Design keystream_xor, sky130hd; sources not shown.
Fig. 1: placed cells, one color a class
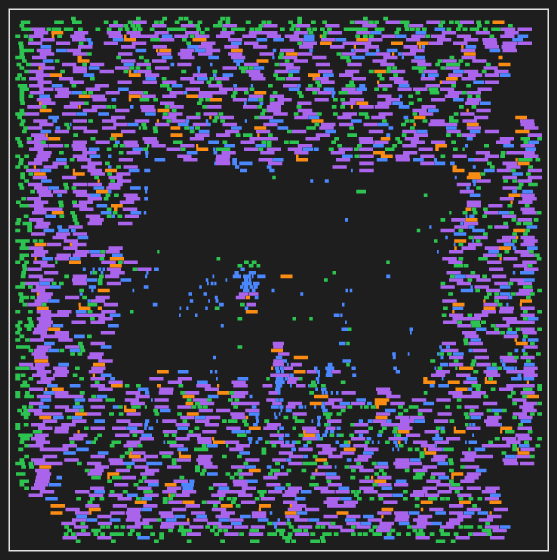
flip-flops: marked purple, cells 1,050. all other logic: marked blue, cells 635. clock drivers and dummy loads: marked orange, cells 216. other buffers and delay cells: marked green, cells 1,088.
register fraction of the total cell area: 0.549
utilization after layout: 0.347
standard cell core area: 0.164 mm^2
Rows: 149

Fig. 2: cell density map
The bar under the picture is 100 um long. The die is cut into 21 by 21 equal tiles; dark blue is low, red is high, 0 to 100% covered.
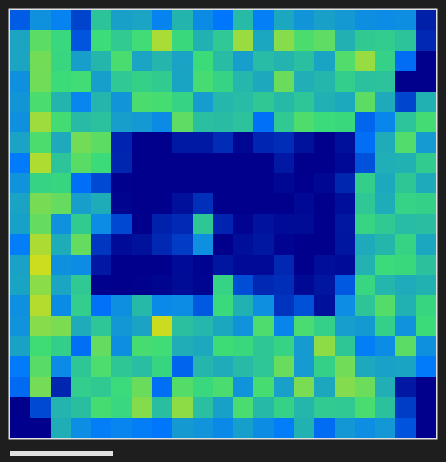
14% of the tiles are nearly empty. The fullest tile reaches 69%. The mean over all tiles is 31%.
effective utilization at floorplan: 0.245

Fig. 3: routing congestion
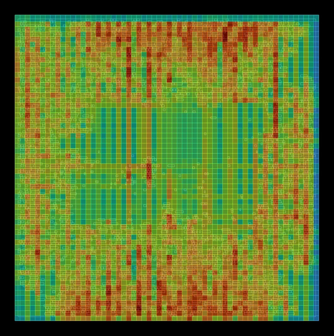
met1 GRT Util: 0.196
wire per inst: 30.6 um
routing usage on met2: 0.338
layer carrying the most global-route usage: met2

Fig. 4: wiring heat map
The bar under the picture is 100 um long. The die is cut into 21 by 21 equal tiles; dark blue is low, red is high, scaled to the fullest tile. Values are wire area over tile area, all layers added.
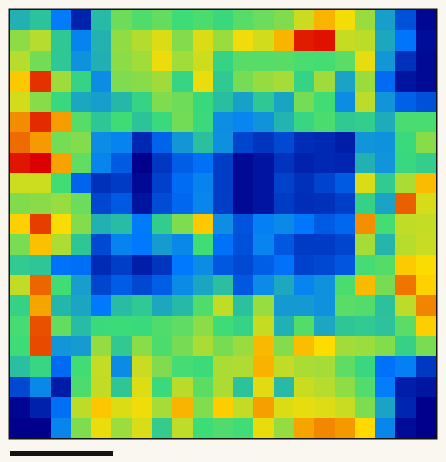
The fullest tile reaches 0.35. The emptiest ninth of the die: center. 47% of the tiles are over half the peak. 1.6% of the tiles are nearly empty. The mean over all tiles is 0.16.
total routing usage reported by global routing: 0.181
vias: 23,800

==> summary.txt <==
Results of the full flow below.

Logic synthesis:
- The run puts the post-synthesis mux area share at 0.154.
- The run gives the share of synthesized cell area in and-or and or-and compound cells as 0.0319.
- In the post-synthesis netlist, the cell with the most instances is edfxtp_1.
- For reference, the top logic cell family by area is multiplexers.
- Post-synth the commonest register cell is edfxtp_1.
- Sorting the Yosys area breakdown by cell type puts at the top edfxtp_1.
- The synthesized design contains 1,024 enable-type register cells.
- Ranked by instance count, the synthesized netlist is headed by 1,024 x edfxtp_1, 249 x mux4_2, 54 x a21oi_1, 45 x a22oi_1, 38 x mux2i_1.
- Yosys reported that registers with async set or reset make up 0.
- The run puts the number of synthesized register bits at 1,050.

Final timing:
- The run puts the final total negative setup slack at 0 ns.
- For this run, the top clock speed supported by timing is 0.0192 GHz.
- The run gives the final worst hold slack as 0.459 ns.
- The run puts the slew at the pin closest to its max-slew limit at 8.84 ns.
- The run gives the post-layout period usage of the worst path as 0.309.
- In the final run the clock tree shows a worst skew of 0.0292 ns.
- The run puts the final max-slew violation count at 1,050.

Power:
- The run puts the register share of total power at 0.521.
- The run gives the leakage dissipation as 0.0181 uW.
- Per the power-grid run, VDD falls by no more than 0.00839 mV.
- The run puts the switching part of the total at 0.213.
- Of the total power, the clock network draws 0.415.

Layout:
- The run gives the number of flip-flops under the largest register name as 1,024.

Global route:
- The run puts the number of global-route vias before repair at 25,600.
- Summed over all layers, the global routing overflow is 0.
- The run gives the largest net degree at the start of global routing as 203.

Outcome:
- The checks that failed: capacitance limit, slew limit.
- The run finished, with violations left.

Routing:
- The run gives the detailed-routing iteration count for the pre-antenna-repair pass as 5.
- After detailed routing, the number of vias per cell comes to 4.53.
- The run puts the final routed DRC violation total at 0.
- The run puts the remaining antenna violation count at 0.
- After detailed routing, the wire length on met1 is 57.0 mm.

Critical path:
- Across all register-to-register paths, the minimum setup slack is 148.42 ns.
- The worst setup path is captured at an output port.
- The run gives the worst path arrival time as 26.72 ns.
- The run gives the startpoint class of the critical path as an input port.
- The run puts the worst-case reg-to-reg path depth at 7.
- The run gives the required time of the critical path as 143.05 ns.
- Looking at the critical path, the highest net fanout was 3.

Min path:
- The run gives the cell depth of the worst min-delay path as 2.

Flow run:
- The run gives the max-cap violation count as 13.

Floorplanning:
- In this run the count of I/O pins placed on the die edge is 1,050.
- The run gives the die height as 416 um.

Clock network:
- Gates resized during post-CTS repair numbered 0.
- The run gives the number of post-CTS setup repair buffers as 0.
- The clock passes through at most 3 buffers.
- The run gives the quantity of hold-fixing buffers added after cts as 0.

Placement:
- The run gives the worst setup slack before clock tree synthesis as 116.47 ns.
==> power groups by stage <==
stage          registers (uW)  logic (uW)  clock network (uW)
2_1_floorplan             338        12.1                   0
3_3_place_gp              312        43.3                   0
3_5_place_dp              313        44.2                   0
4_1_cts                   307        44.4                 255
5_1_grt                   311        41.0                 265
6_report                  310        38.3                 246
==> layout make-up <==
| cell class | instances | area, um^2 |
|---|---|---|
| Clock inverter | 80 | 642 |
| Antenna cell | 88 | 220 |
| Inverter | 9 | 33.8 |
| Timing Repair Buffer | 1088 | 10800 |
| Fill cell | 15700 | 107000 |
| Tap cell | 2189 | 2740 |
| Sequential cell | 1050 | 31300 |
| Multi-Input combinational cell | 626 | 8290 |
| Clock buffer | 136 | 3040 |
==> layer usage <==
metal  global-route usage  up-vias
met3               0.0582      590
met5                    0        -
met1                0.196    12000
met4               0.0477       74
met2                0.338     1198
li1                     -     9982
==> stage by stage <==
stage,instances,power (uW)
floorplan,1782,350
global placement,4961,355
detailed placement,4961,357
CTS,5177,607
global route,5225,617
finish,5266,594
==> layout by cell type (no fill, tap or decap), types with 15 or more instances in the layout <==
cell type	netlist	routed
clkinv_1	1	33
nand2b_1	21	21
diode_2	0	88
clkbuf_16	0	119
nor3_1	15	15
mux2i_1	38	38
clkbuf_1	31	30
edfxtp_1	1024	1024
nand2_1	32	32
buf_4	17	25
mux4_2	249	249
nor2_1	32	31
a21oi_1	54	54
dlygate4sd3_1	0	1038
dfxtp_1	26	21
clkinv_2	0	26
a22oi_1	45	45
==> worst max-delay path, stage by stage <==
cell	delay, ns
dlygate4sd3_1	0.52
nand2b_1	0.12
nor2b_1	0.20
dlygate4sd3_1	0.63
No activity file was given, so power comes from the tool's default toggle rates.
